Figure 1. The metal 4 layer.
Supply wires on this layer in gray.
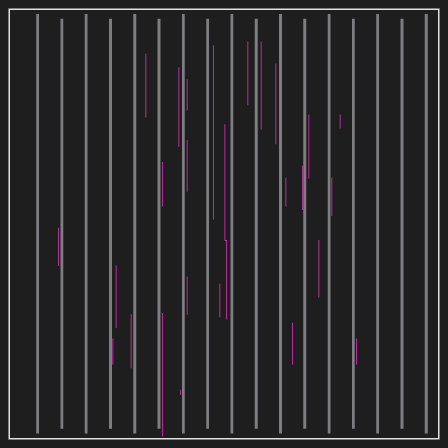
Figure 2. A small window of the routed layout.
Scale bar: 10 um. Window x 105 to 135, y 105 to 135 um. Cells in gray, sequential cells in the stronger gray; small squares are vias.
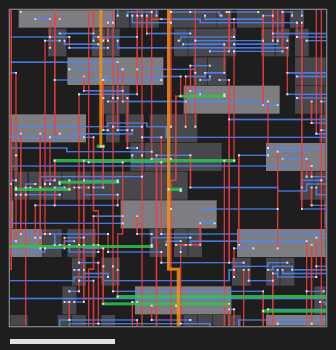
==> config.mk <==
export PLATFORM = sky130hd
export DESIGN_NAME = requant_out_packer
export DESIGN_NICKNAME = d
export VERILOG_FILES = /design/src/rtl/requant_out_packer.sv
export SDC_FILE = /design/constraint.sdc
export NUM_CORES = 1
export LEC_CHECK = 0
export ABC_AREA = 1
export ABC_CLOCK_PERIOD_IN_PS = 5300
export CORE_MARGIN = 1.5
export CORE_UTILIZATION = 35
export DETAILED_ROUTE_END_ITERATION = 16
export PLACE_DENSITY = 0.59
export SKIP_LAST_GASP = 1
export SLEW_MARGIN = 20
export SYNTH_ARGS = -nofsm -noshare
export SYNTH_HDL_FRONTEND = slang
export SYNTH_SLANG_ARGS = --single-unit
==> constraint.sdc <==
create_clock -name clk -period 5.3 [get_ports clk]
set_clock_uncertainty 0.1 [all_clocks]
set_input_delay 0.53 -clock clk [delete_from_list [all_inputs] [get_ports clk]]
set_output_delay 0.53 -clock clk [all_outputs]
set_load 0.05 [all_outputs]
==> impl_metrics.tcl <==
# yosys + openroad results
set metrics [dict create \
    wl_met1_um 21900 \
    max-cap-violations 0 \
    cp-end-kind "output pin" \
    gr-usage-met1 0.232 \
    tritoncts.num_buffers 47 \
    root_buffer "clkbuf_16" \
    dr_wl_met2_um 22000 \
    synth_seq_share 0.624 \
    placed_cells 2805 \
    final_area_sq_mm 0.0233 \
    hold_violations 0 \
    placed_area_sq_mm 0.0216 \
    rsz0062_at_grt "false" \
    tightestPinTransition_ns 0.984 \
    grt_util_met2 0.270 \
    taps 748 \
    p_clk_frac 0.224 \
    ys_area_sq_mm 0.0195 \
    grt.overflow.total 0 \
    die_width_um 239 \
    reg2reg_setup_slack_ns 1.35 \
    hold_class "input port to async pin" \
    p_leak_nw 9.87 \
    layout_top_cell "nand2_1" \
    setup_ws_ns 0.562 \
    p_int_mw 7.98 \
    ys_seq_elements 429 \
    place_congestion 0.789 \
    switching_share 0.452 \
    start_kind "register" \
    synth-edff-count 288 \
    slew_violations 0 \
    status "complete, no violations" \
    async_flop_share 0.329 \
    clk_pin_slew_ns 0.06 \
    syn_nets 2068 \
    drt_pre_antenna_iters 7 \
    grt_use_met3 0.0282 \
    track_usage 0.167 \
    buf_share 0.0694 \
    vdd_ir_drop_max_mv 0.389 \
    syn_avg_cell_area_sq_um 9.81 \
    grt_max_degree 106 \
    synth-cells-yosys 1989 \
    comb_area_sq_mm 0.00617 \
    largest_reg_flops 256 \
    num_rows 86 \
    grt_pass1_vias 13669 \
    instances_no_fill 2894 \
    clockNetworkAreaShare 0.0669 \
    wl_met3_um 2020 \
    yosys_warnings 0 \
    clock.fmax_mhz 211 \
    comb_power_share 0.473 \
    dominant_cells "sequential cells" \
    seq_area_sq_mm 0.0122 \
    cp.required_ns 4.67 \
    reg2reg_depth 9 \
    inverters 213 \
    synth_cell_types 46 \
    n_all_buffers 161 \
    nets 2188 \
    cts_buffer_depth 3 \
    die_area_sq_mm 0.0572 \
    routed.top_layer "met4" \
]
-- Figure 1 (at the start) --
The wires run mostly vertical. 14 nets have wire on it. The longest straight run is 97.2 um. The layer holds 1.9% of the routed length.
Routed WL: 46800 um
vias: 14.0k

-- Figure 2 (at the start) --
M4: shown in orange. M1: shown in blue. M3: shown in green. M2: shown in red.
Most frequent: nand2_1 (22), dfrtp_1 (8). Sequential cells in the window: 8. 54 logic cells have their middle in the window.

-- synthesized netlist by cell type, types with 9 or more instances --
library cell / n / area share
nand2_1: 510 / 0.098
ha_1: 26 / 0.017
o21ai_1: 35 / 0.0090
o32ai_1: 72 / 0.032
dfrtp_1: 141 / 0.18
a21oi_1: 37 / 0.0095
xor2_1: 21 / 0.0094
nand2_2: 13 / 0.0042
edfxtp_1: 288 / 0.44
inv_1: 207 / 0.040
a21boi_0: 26 / 0.010
o21ai_0: 107 / 0.027
nand3_1: 46 / 0.012
o21a_1: 10 / 0.0038
nand4_1: 9 / 0.0029
nor2_1: 288 / 0.055
clkbuf_1: 74 / 0.014
nor3_1: 13 / 0.0033
-- power groups by stage --
| stage | clock (mW) | sequential [mW] | combinational [mW] |
|---|---|---|---|
| 6_report | 3.27 | 4.42 | 6.90 |
| 5_1_grt | 3.50 | 4.47 | 7.50 |
| 4_1_cts | 3.35 | 4.42 | 6.96 |
| 3_5_place_dp | 0 | 4.48 | 6.93 |
| 3_3_place_gp | 0 | 4.46 | 6.85 |
| 2_1_floorplan | 0 | 4.47 | 4.66 |
-- cells by family (layout without fill, tap and decap cells) --
logic type | after synthesis | after routing | share of synthesized area
DFF | 429 | 429 | 0.624
and+or+nand+nor | 898 | 898 | 0.184
adders and majority gates | 27 | 27 | 0.0177
buffers and inverters | 303 | 460 | 0.0618
xor gates and xnor gates | 29 | 29 | 0.0130
AOI/OAI and AO/OA | 303 | 303 | 0.0991
-- worst max-delay path, cell delays in order, from the launching register on --
cell and delay, ns:
dfrtp_4 0.67, inv_4 0.51, buf_4 0.60, nor2_1 0.08, o32ai_1 0.59, nand2_1 0.13
inv_1 0.09, clkdlybuf4s50_1 0.80
-- timing repair --
item                      CTS  global route
hold buffers                0             1
hold endpoints to repair    0            41
gates resized               0             0
setup buffers               0             0
Power is estimated from default activity; no workload was simulated.
